### src/rtl/fpu_pkg.sv
// Shared types and constants for the FPU rounding/packing stage.
//   frm_e     : rounding-mode encoding (101..111 are treated as RNE by users)
//   FL_*      : bit positions inside the 5-bit {NV, DZ, OF, UF, NX} flag vector
//   CANON_NAN : the single quiet NaN every NaN input collapses to
//   fp_ext_t  : 35-bit extended result {sign, exp, frac, g, r, s}
package fpu_pkg;

  typedef enum logic [2:0] {
    FrmRne = 3'b000,
    FrmRtz = 3'b001,
    FrmRdn = 3'b010,
    FrmRup = 3'b011,
    FrmRmm = 3'b100
  } frm_e;

  localparam int unsigned FL_NV = 4;
  localparam int unsigned FL_DZ = 3;
  localparam int unsigned FL_OF = 2;
  localparam int unsigned FL_UF = 1;
  localparam int unsigned FL_NX = 0;

  localparam logic [31:0] CANON_NAN = 32'h7FC0_0000;

  typedef struct packed {
    logic        sign;
    logic [7:0]  exp;
    logic [22:0] frac;
    logic        g;
    logic        r;
    logic        s;
  } fp_ext_t;

endpackage

### src/rtl/fpu_round_decide.sv
// Rounding decision for one finite operand.
//   sign, lsb, g, r, s : sign bit, fraction LSB and guard/round/sticky bits
//   frm                : rounding mode (unknown encodings round to nearest even)
//   inc                : add one ulp to the magnitude
//   inx                : result is inexact
module fpu_round_decide
  import fpu_pkg::*;
(
  input  logic       sign,
  input  logic       lsb,
  input  logic       g,
  input  logic       r,
  input  logic       s,
  input  logic [2:0] frm,
  output logic       inc,
  output logic       inx
);

  always_comb begin
    inx = g | r | s;
    inc = 1'b0;
    case (frm)
      FrmRtz:  inc = 1'b0;
      FrmRdn:  inc = sign & inx;
      FrmRup:  inc = ~sign & inx;
      FrmRmm:  inc = g;
      default: inc = g & (r | s | lsb);
    endcase
  end

endmodule

### src/rtl/fpu_round.sv
// Two-stage rounding and packing stage for single-precision add/sub results.
//   clk, rst_n          : clock, synchronous active-low reset
//   in_valid/in_ready   : input handshake; in_data is {sign, exp, frac, g, r, s}
//   in_frm              : rounding mode
//   flush               : drop everything in flight at the next edge
//   out_valid/out_ready : output handshake
//   out_data, out_flags : IEEE single word and {NV, DZ, OF, UF, NX}
// Stage A holds classification and the rounding decision; stage B holds the
// finished word and flags and drives the outputs straight from its registers.
module fpu_round
  import fpu_pkg::*;
(
  input  logic        clk,
  input  logic        rst_n,
  input  logic        in_valid,
  output logic        in_ready,
  input  logic [34:0] in_data,
  input  logic [2:0]  in_frm,
  input  logic        flush,
  output logic        out_valid,
  input  logic        out_ready,
  output logic [31:0] out_data,
  output logic [4:0]  out_flags
);

  fp_ext_t in_ext;
  assign in_ext = in_data;

  // Input classification and rounding decision
  logic in_special, in_inf, in_nan, in_snan, in_inc, in_inx, in_uf, in_sat;

  fpu_round_decide u_decide (
    .sign (in_ext.sign),
    .lsb  (in_ext.frac[0]),
    .g    (in_ext.g),
    .r    (in_ext.r),
    .s    (in_ext.s),
    .frm  (in_frm),
    .inc  (in_inc),
    .inx  (in_inx)
  );

  always_comb begin
    in_special = (in_ext.exp == 8'hFF);
    in_inf     = in_special & (in_ext.frac == 23'h0);
    in_nan     = in_special & (in_ext.frac != 23'h0);
    in_snan    = in_nan & ~in_ext.frac[22];
    in_uf      = (in_ext.exp == 8'h00) & in_inx;
    // Modes whose overflow result saturates at max finite instead of infinity
    in_sat     = (in_frm == FrmRtz) |
                 ((in_frm == FrmRdn) & ~in_ext.sign) |
                 ((in_frm == FrmRup) & in_ext.sign);
  end

  // Handshake
  logic va_q, vb_q, adv_a, adv_b;

  assign adv_b     = ~vb_q | out_ready;
  assign adv_a     = ~va_q | adv_b;
  assign in_ready  = adv_a | flush | ~rst_n;
  assign out_valid = vb_q;

  // Stage A
  logic        a_sign_q, a_inc_q, a_inx_q, a_inf_q, a_nan_q, a_snan_q, a_uf_q, a_sat_q;
  logic [30:0] a_mag_q;

  // Stage B next-state: increment and overflow fixup
  logic [30:0] mag_rnd;
  logic        ovf;
  logic [31:0] b_data_d;
  logic [4:0]  b_flags_d;
  logic [31:0] b_data_q;
  logic [4:0]  b_flags_q;

  always_comb begin
    // Fraction carry ripples into the exponent through the plain 31-bit add
    mag_rnd   = a_mag_q + {30'h0, a_inc_q};
    ovf       = (mag_rnd[30:23] == 8'hFF);
    b_data_d  = {a_sign_q, mag_rnd};
    b_flags_d = 5'h0;
    if (a_nan_q) begin
      b_data_d         = CANON_NAN;
      b_flags_d[FL_NV] = a_snan_q;
    end else if (a_inf_q) begin
      b_data_d = {a_sign_q, 8'hFF, 23'h0};
    end else begin
      b_flags_d[FL_NX] = a_inx_q;
      b_flags_d[FL_UF] = a_uf_q;
      if (ovf) begin
        b_flags_d[FL_OF] = 1'b1;
        b_flags_d[FL_NX] = 1'b1;
        b_data_d = a_sat_q ? {a_sign_q, 31'h7F7F_FFFF} : {a_sign_q, 31'h7F80_0000};
      end
    end
  end

  always_ff @(posedge clk) begin
    if (!rst_n) begin
      va_q      <= 1'b0;
      vb_q      <= 1'b0;
      b_data_q  <= 32'h0;
      b_flags_q <= 5'h0;
      a_sign_q  <= 1'b0;
      a_mag_q   <= 31'h0;
      a_inc_q   <= 1'b0;
      a_inx_q   <= 1'b0;
      a_inf_q   <= 1'b0;
      a_nan_q   <= 1'b0;
      a_snan_q  <= 1'b0;
      a_uf_q    <= 1'b0;
      a_sat_q   <= 1'b0;
    end else begin
      if (adv_b) begin
        vb_q <= va_q;
        if (va_q) begin
          b_data_q  <= b_data_d;
          b_flags_q <= b_flags_d;
        end
      end
      if (adv_a) begin
        va_q <= in_valid;
        if (in_valid) begin
          a_sign_q <= in_ext.sign;
          a_mag_q  <= {in_ext.exp, in_ext.frac};
          a_inc_q  <= in_inc;
          a_inx_q  <= in_inx;
          a_inf_q  <= in_inf;
          a_nan_q  <= in_nan;
          a_snan_q <= in_snan;
          a_uf_q   <= in_uf;
          a_sat_q  <= in_sat;
        end
      end
      if (flush) begin
        va_q <= 1'b0;
        vb_q <= 1'b0;
      end
    end
  end

  assign out_data  = b_data_q;
  assign out_flags = b_flags_q;

endmodule
### config.mk
export PLATFORM = sky130hd
export DESIGN_NAME = fpu_round
export DESIGN_NICKNAME = d
export VERILOG_FILES = /design/src/rtl/fpu_pkg.sv /design/src/rtl/fpu_round_decide.sv /design/src/rtl/fpu_round.sv
export SDC_FILE = /design/constraint.sdc
export NUM_CORES = 1
export LEC_CHECK = 0
export ABC_AREA = 1
export CAP_MARGIN = 20
export CORE_AREA = 2 2 104 81
export CTS_CLUSTER_SIZE = 30
export DETAILED_ROUTE_END_ITERATION = 6
export DIE_AREA = 0 0 106 83
export PLACE_DENSITY_LB_ADDON = 0.08
export SLEW_MARGIN = 40
export SYNTH_ARGS = -nofsm -noshare
export SYNTH_HDL_FRONTEND = slang
export SYNTH_SLANG_ARGS = --single-unit
### constraint.sdc
create_clock -name clk -period 2.63 [get_ports clk]
set_input_delay 0.3945 -clock clk [delete_from_list [all_inputs] [get_ports clk]]
set_output_delay 0.3945 -clock clk [all_outputs]
set_load 0.05 [all_outputs]
Fig. 1: run 1, close-up of the layout
The bar under the picture is 10 um long. Region (40, 12) to (65, 37) um. Cells in gray, sequential cells in the stronger gray; small squares are vias.
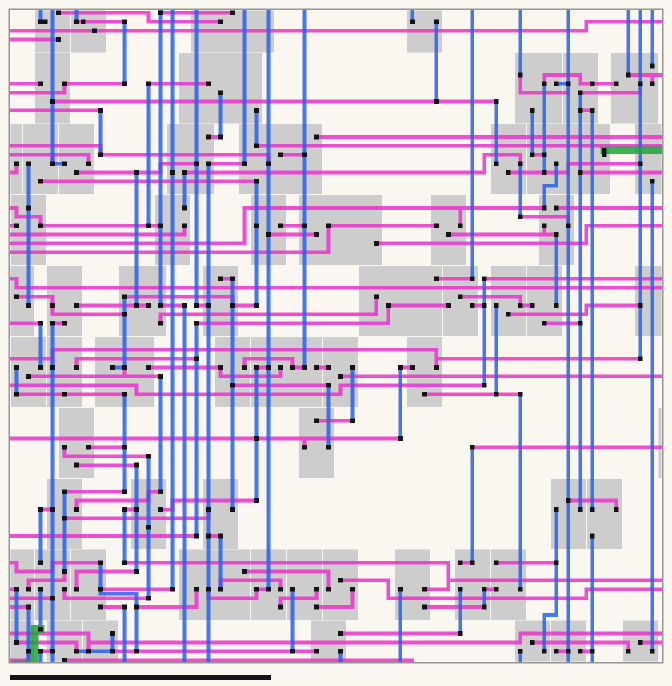
layer	color
metal 3	green
metal 2	blue
metal 1	magenta
cells with their middle in the window	62
most frequent	nand2_1 (29), nor2_1 (18), xor2_1 (6)
sequential cells in the window	0

Fig. 2: run 1, cell placement
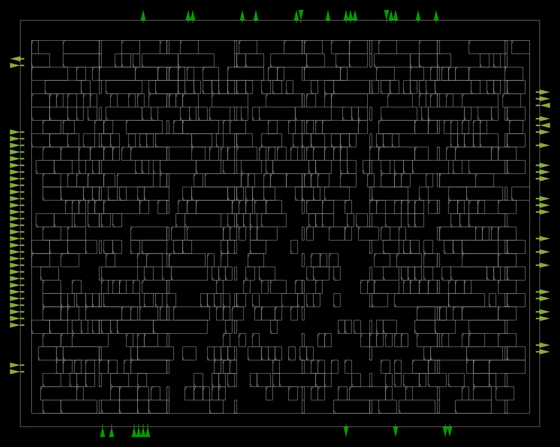
fin util: 0.646
tap cells: 105
fin cells: 751
Site Rows: 28

Fig. 3: run 1, clock network drawn from the DEF
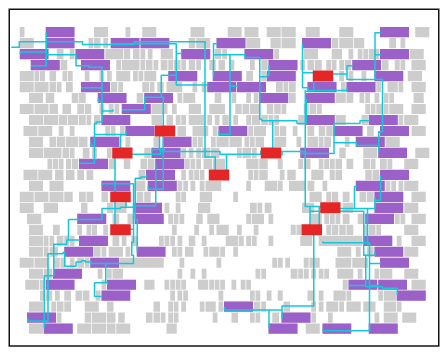
[clock drivers] red | count: 9
[clock wires] cyan | length: 999 um
[flip-flops] purple | count: 77
flops lie	all over the die
routed clock nets	10
Skew-Pair Late Insertion Delay: 0.34 ns
clock group total power: 0.991 mW
clock power share: 0.374
Final Skew: 0.00962 ns

==> out/summary.txt, run 1 <==
Status: completed
Number of synthesized flops with an enable pin: 0
Worst Hold Depth: 2
CP Launch Point: a_inc_q$_SDFFE_PN0P_
Vias: 3840
Share of layout cells above drive strength 1: 0.0789
Hold path startpoint: out_flags[2]$_SDFFE_PN0P_
Switching pwr: 0.736 mW
WL final: 10900 um
Leak: 1.97 nW
Die Wd: 106 um
Fin. max-slew vios: 0
Crit path time final: 2.35 ns
Largest net degree at the start of global routing: 43
CP Class: reg -> reg
Via density: 5.11
Die Area: 8800 um2
Initial antenna violation count: 0
FMAX: 425 MHz
Core Area: 7740 um2
Area growth syn-to-layout: 28.9%
First-pass GRT wire length: 18000 um
Fin nets: 687
Most frequent logic cells in the routed design: 136 x nand2_1, 79 x clkdlybuf4s50_1, 78 x nor2_1
Synth Instances: 562
Worst Slack Setup Final: 0.277 ns
GRT Residual Overflow: 0
Slew of the pin with the lowest slew margin: 0.561 ns
Total Neg Setup Slack: 0 ns
Sw frac: 0.278
Post-Syn Nets: 608
Top cell excl fill/tap: nand2_1
Routed Antenna Nets: 0
Post-synth ARST share: 0
Die Y-Extent: 83 um
CTS tree: yes
Final tally of hold violations: 0
CP startpoint kind: flop
Post-Syn Area: 3880 um2
Crit Reg-Reg Startpoint: a_inc_q$_SDFFE_PN0P_
FP Util: 0.501
WP data arrival: 2.60 ns
Max VDD drop: 280 uV
WP data required: 2.88 ns
R2r endpoint: out_data[23]$_SDFFE_PN0P_
Vias in the first global route: 3644
Drt pass-1 iters: 5
Resized cells post-CTS: 0
WHS Endpoint: out_flags[2]$_SDFFE_PN0P_
Combinational fraction of design power: 0.145
Final setup violating endpoints: 0
DRC viols: 0
Final GP Congestion: 0.931
Max-Cap Viols: 0
Initial drt markers: 216
Total tool warning count: 26
GRT Overall Usage: 0.256
Pwr dens: 529 nW/um2
Clock root cell: clkbuf_8
Mapped Avg Cell Area: 6.91 um2
Cell internal pwr: 1.91 mW
Yosys warns: 0
RSZ-0062 raised after global routing: no
run 1: state kept, by name, summed over array words and instances (netlist names):
register,cells
out_data,32
a_mag_q,31
out_flags,4
a_inc_q,1
a_inf_q,1
a_inx_q,1
a_nan_q,1
a_sat_q,1
a_sign_q,1
a_snan_q,1
a_uf_q,1
out_valid,1
va_q,1
run 1: through the flow:
stage / hold slack (ns) / std cells
after CTS: 0.468 / 751
after floorplan: 0.440 / 562
after global routing: 0.477 / 751
after global placement: 0.453 / 735
final: 0.467 / 751
after detailed placement: 0.455 / 735
run 1: how the worst max path moves through the flow:
stage | to | depth (start not counted) | slack, ns
floorplan | out_data[11]$_SDFFE_PN0P_ | 16 | 0.58
global placement | out_data[23]$_SDFFE_PN0P_ | 16 | 0.33
detailed placement | out_data[23]$_SDFFE_PN0P_ | 16 | 0.29
CTS | out_data[23]$_SDFFE_PN0P_ | 16 | 0.28
global route | out_data[23]$_SDFFE_PN0P_ | 16 | 0.001
finish | out_data[23]$_SDFFE_PN0P_ | 16 | 0.28
run 1: synth_stat cells (3+ instances only):
library cell,instances,share of area
nor2_1,78,0.075
nand2_2,5,0.0081
ha_1,3,0.0097
a21oi_1,52,0.067
clkbuf_1,17,0.016
xor2_1,19,0.043
o21ai_0,36,0.046
nor2_4,8,0.023
nor2_2,4,0.0064
nor3_1,4,0.0052
nand4_1,5,0.0081
nor4_1,6,0.0097
inv_2,3,0.0029
nand3b_1,5,0.0097
inv_1,40,0.039
o221ai_1,6,0.014
dfxtp_1,77,0.40
clkinv_1,3,0.0029
buf_2,4,0.0052
nand3_1,33,0.043
nand2_1,136,0.13
run 1: critical path, stage by stage, from the launching register on:
cell and delay (ns):
dfxtp_1 0.34, ha_1 0.17, ha_1 0.19, nand2_1 0.10, nor2_4 0.15, nand2_2 0.13, nor2_2 0.21, nand2_1 0.08
nand2_1 0.06, nand2_1 0.09, nand2_1 0.13, nor2_4 0.05, nand3_2 0.05, buf_4 0.25, nand2_1 0.08, o21ai_1 0.14
inv_1 0.05
run 1: metal layers:
metal	track usage	up-vias	share of wire	wire length, um
li1	-	1982	-	-
met1	0.384	1754	0.52	5710
met2	0.393	99	0.43	4630
met3	0.0400	5	0.045	487
met4	0.0431	0	0.0052	57
met5	0	-	0	0
run 1: power groups by stage:
| stage | Clock, mW | Sequential (mW) | Combinational, mW |
|---|---|---|---|
| after global routing | 1.05 | 1.28 | 0.421 |
| after detailed placement | 0 | 1.30 | 0.382 |
| after global placement | 0 | 1.30 | 0.376 |
| final | 0.991 | 1.27 | 0.384 |
| after floorplan | 0 | 1.34 | 0.171 |
| after CTS | 0.998 | 1.27 | 0.383 |
run 1: layout make-up:
| cell class | count | area, um2 |
|---|---|---|
| Clock buffer | 10 | 128 |
| Tap cell | 105 | 131 |
| Inverter | 46 | 173 |
| Sequential cell | 77 | 1540 |
| Multi-Input combinational cell | 415 | 2050 |
| Fill cell | 700 | 2740 |
| Clock inverter | 6 | 87.6 |
| Timing Repair Buffer | 92 | 888 |
run 1: cell families after synthesis:
group,synth area share
buffers and inverters,0.0738
and+or+nand+nor,0.333
other,0.000966
AOI/OAI and AO/OA,0.138
adders and majority gates,0.00967
xor gates and xnor gates,0.0474
DFF,0.397
Fig. 4: run 1, logic cells by family
The bar under the picture is 20 um long.
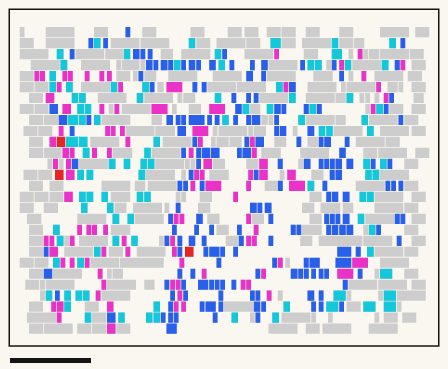

--- run 2 (diff from run 1) ---
Settings changed: CELL_PAD_IN_SITES_DETAIL_PLACEMENT set to 0, CELL_PAD_IN_SITES_GLOBAL_PLACEMENT set to 2, CORE_AREA 2 2 104 81 to 2 2 139 107, DIE_AREA 0 0 106 83 to 0 0 141 109.
Fig. 5: run 2, logic cells by family
The bar under the picture is 50 um long.
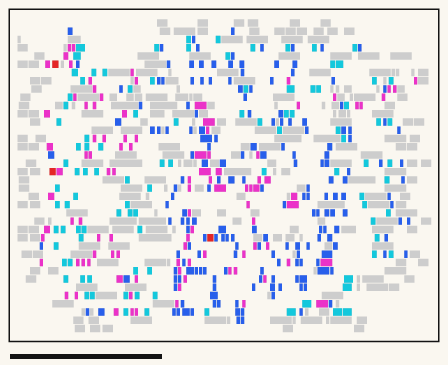
family	color	cells
and/or cells	red	3
nand cells	blue	187
nor cells	magenta	100
aoi and oai cells	cyan	100
fin cells: 826
combinational share of cell area: 0.394

Fig. 6: run 2, close-up of the layout
The bar under the picture is 10 um long. Region (58, 20) to (83, 45) um. Cells in gray, sequential cells in the stronger gray; small squares are vias.
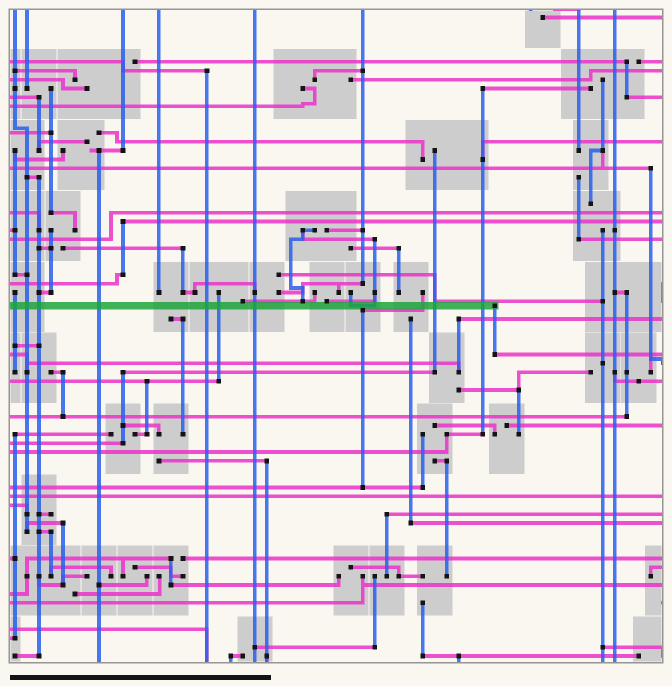
layer	color
metal 1	magenta
metal 2	blue
metal 3	green
sequential cells in the window	0
most frequent	nand2_1 (18), nor2_1 (11), xor2_1 (5)
cells with their middle in the window	39

==> run 2 against run 1 <==
Effect of this change: clock skew decreased by 0.0049 ns; core utilization down 28 points; setup slack lost 0.0019 ns; critical endpoint is now out_data[20]$_SDFFE_PN0P_; largest power group is now the clock network.
==> out/summary.txt, run 2 <==
Skew-Pair Late Insertion Delay: 0.33 ns (about the same)
Max-Cap Viols: 0 (unchanged)
Slew of the pin with the lowest slew margin: 0.500 ns (-0.0611 ns)
FP Util: 0.275 (-0.226)
Initial antenna violation count: 0 (unchanged)
GRT Overall Usage: 0.166 (-0.0897)
Vias in the first global route: 3534 (-3.0%)
WP data arrival: 2.56 ns (-0.04 ns)
Critical path endpoint: out_data[20]$_SDFFE_PN0P_
CP max stage cell: dfxtp_1
Site Rows: 38 (+36%)
Final tally of hold violations: 0 (unchanged)
Die Wd: 141 um (+33%)
Clock power share: 0.449 (+0.075)
Largest net degree at the start of global routing: 43 (unchanged)
CTS Buf Count: 9
Final setup violating endpoints: 0 (unchanged)
Die Area: 15400 um2 (+75%)
Final GP Congestion: 0.844 (-9.3%)
FMAX: 425 MHz (about the same)
Crit Reg-Reg Startpoint: a_inc_q$_SDFFE_PN0P_
Yosys warns: 0 (unchanged)
CP Class: reg -> reg
Top cell excl fill/tap: nand2_1
Resized cells post-CTS: 0 (unchanged)
RSZ-0062 raised after global routing: no
CP startpoint kind: flop
Most common cell type on the critical path: nand2_1
Number of synthesized flops with an enable pin: 0 (unchanged)
Leading area contributor after synthesis: dfxtp_1
Top Family by Delay on Critical Path: simple AND/OR/NAND/NOR gates
Clock root cell: clkbuf_16
Post-synth top area share: 0.397 (unchanged)
Post-Syn Area: 3880 um2 (unchanged)
Pwr dens: 581 nW/um2 (+9.7%)
Synth top cell by count: nand2_1
Die Y-Extent: 109 um (+31%)
Drt pass-1 iters: 4 (-1)
Synth Instances: 562 (unchanged)
Total Neg Setup Slack: 0 ns (unchanged)
Biggest area cells: dfxtp_1 40%, nand2_1 13%, nor2_1 7.5%
Max VDD drop: 337 uV (+20%)
Status: completed
Vias: 3687 (-4.0%)
Most frequent logic cells in the routed design: 136 x nand2_1, 79 x clkdlybuf4s50_1, 78 x nor2_1
Area growth syn-to-layout: 34.2%
Post-Syn Nets: 608 (unchanged)
Fin nets: 687 (unchanged)
WP data required: 2.83 ns (-0.05 ns)
Final Skew: 0.00469 ns (-0.00492 ns)
Mapped Avg Cell Area: 6.91 um2 (unchanged)
Crit path depth: 14 (-2)
Combinational fraction of design power: 0.129 (-0.016)
Sw frac: 0.252 (-0.0261)
R2r endpoint: out_data[20]$_SDFFE_PN0P_
Commonest cells post-synth: 136 x nand2_1, 78 x nor2_1, 77 x dfxtp_1
GR Util met2: 0.231 (-0.162)
CP Launch Point: a_inc_q$_SDFFE_PN0P_
Critical path's largest stage delay: 0.34 ns (about the same)
CTS tree: yes
GRT Residual Overflow: 0 (unchanged)
Crit path cell chain: ha_1 > ha_1 > nand2_1 > nor2_4 > nand2_2 > nor2_2 > nand3_1 > nand2_1 > nand2_1 > nor2_4 > nand3_2 > buf_4 > nand3_1 > a21oi_1
Post-synth ARST share: 0 (unchanged)
Fillcell total: 1578 (+130%)
Met1 GRT Util: 0.259 (-0.125)
Total tool warning count: 26 (unchanged)
Max FO, Critical Path: 24
WL final: 12200 um (+12%)
Crit path time final: 2.36 ns (+0.00190 ns)
Fin util: 0.369 (-0.277)
Grt met3 use: 0.0382 (-0.00182)
Worst path bufs/invs: 1 (-1)
Via density: 4.46 (-13%)
Leak: 2.01 nW (+2.4%)
Initial drt markers: 167 (-23%)
First-pass GRT wire length: 19300 um (+7.3%)
Max FFs per register: 32 (unchanged)
Top Usage Layer GRT: met1
Routed Antenna Nets: 0 (unchanged)
Share of layout cells above drive strength 1: 0.0774 (-0.00155)
Cell internal pwr: 2.26 mW (+18%)
Switching pwr: 0.762 mW (+3.5%)
## run 2: netlist changes by cell type in the layout (fill, tap and decap cells not counted), sizes merged
cell / previous run / this run
clkinvlp: 0 / 1
clkbuf: 10 / 13
clkinv: 7 / 3
## run 2: layout make-up
class,count,area [um2],share of cell area
Sequential cell,77,1540,0.296
Tap cell,180,225,0.0432
Multi-Input combinational cell,415,2050,0.394
Clock inverter,3,67.6,0.0130
Clock buffer,13,260,0.0500
Timing Repair Buffer,92,888,0.171
Inverter,46,173,0.0331
## run 2: cells by family (layout without fill, tap and decap cells)
logic type	after synthesis	in the layout	synth area share
adders and majority gates	3	3	0.00967
buffers and inverters	70	154	0.0738
other	1	1	0.000966
AOI/OAI and AO/OA	100	100	0.138
DFF	77	77	0.397
xor gates and xnor gates	21	21	0.0474
and+or+nand+nor	290	290	0.333
## run 2: per-layer routing
metal / up-vias / part of all wire
met1: 1619 / 0.57
met5: - / 0
met2: 82 / 0.37
met4: 0 / 0.0061
met3: 5 / 0.050
li1: 1981 / -
## run 2: worst min-delay path by stage
stage | startpoint | endpoint | slack [ns] | cells past startpoint
global placement | out_data[14]$_SDFFE_PN0P_ | out_data[14]$_SDFFE_PN0P_ | 0.45 | 2
global route | out_data[8]$_SDFFE_PN0P_ | out_data[8]$_SDFFE_PN0P_ | 0.48 | 2
finish | out_data[1]$_SDFFE_PN0P_ | out_data[1]$_SDFFE_PN0P_ | 0.46 | 2
CTS | out_data[8]$_SDFFE_PN0P_ | out_data[8]$_SDFFE_PN0P_ | 0.47 | 2
floorplan | a_uf_q$_SDFFE_PN0P_ | out_flags[1]$_SDFFE_PN0P_ | 0.44 | 2
detailed placement | out_data[8]$_SDFFE_PN0P_ | out_data[8]$_SDFFE_PN0P_ | 0.46 | 2
## run 2: through the flow
step                cells  hold WS (ns)  setup WS [ns]  power [mW]  instance area (um2)
floorplan             562         0.440          0.584        1.51                 3880
global placement      810         0.453          0.275        1.69                 4880
detailed placement    810         0.458          0.261        1.70                 4880
CTS                   826         0.468          0.255        3.07                 5210
global route          826         0.478         0.0348        3.17                 5210
finish                826         0.463          0.275        3.02                 5210
## run 2: worst register-to-register path, cell delays in order (launching register included)
cell and delay, ns:
dfxtp_1 0.34, ha_1 0.17, ha_1 0.18, nand2_1 0.10, nor2_4 0.15, nand2_2 0.09
nor2_2 0.23, nand3_1 0.10, nand2_1 0.11, nand2_1 0.10, nor2_4 0.16, nand3_2 0.08
buf_4 0.21, nand3_1 0.14, a21oi_1 0.07
## run 2: power groups by stage
stage                     registers [mW]  logic [mW]  clock network, mW
final                               1.28       0.389               1.36
after CTS                           1.28       0.394               1.39
after global placement              1.30       0.391                  0
after detailed placement            1.30       0.393                  0
after floorplan                     1.34       0.171                  0
after global routing                1.28       0.433               1.45
No activity file was given, so power comes from the tool's default toggle rates.
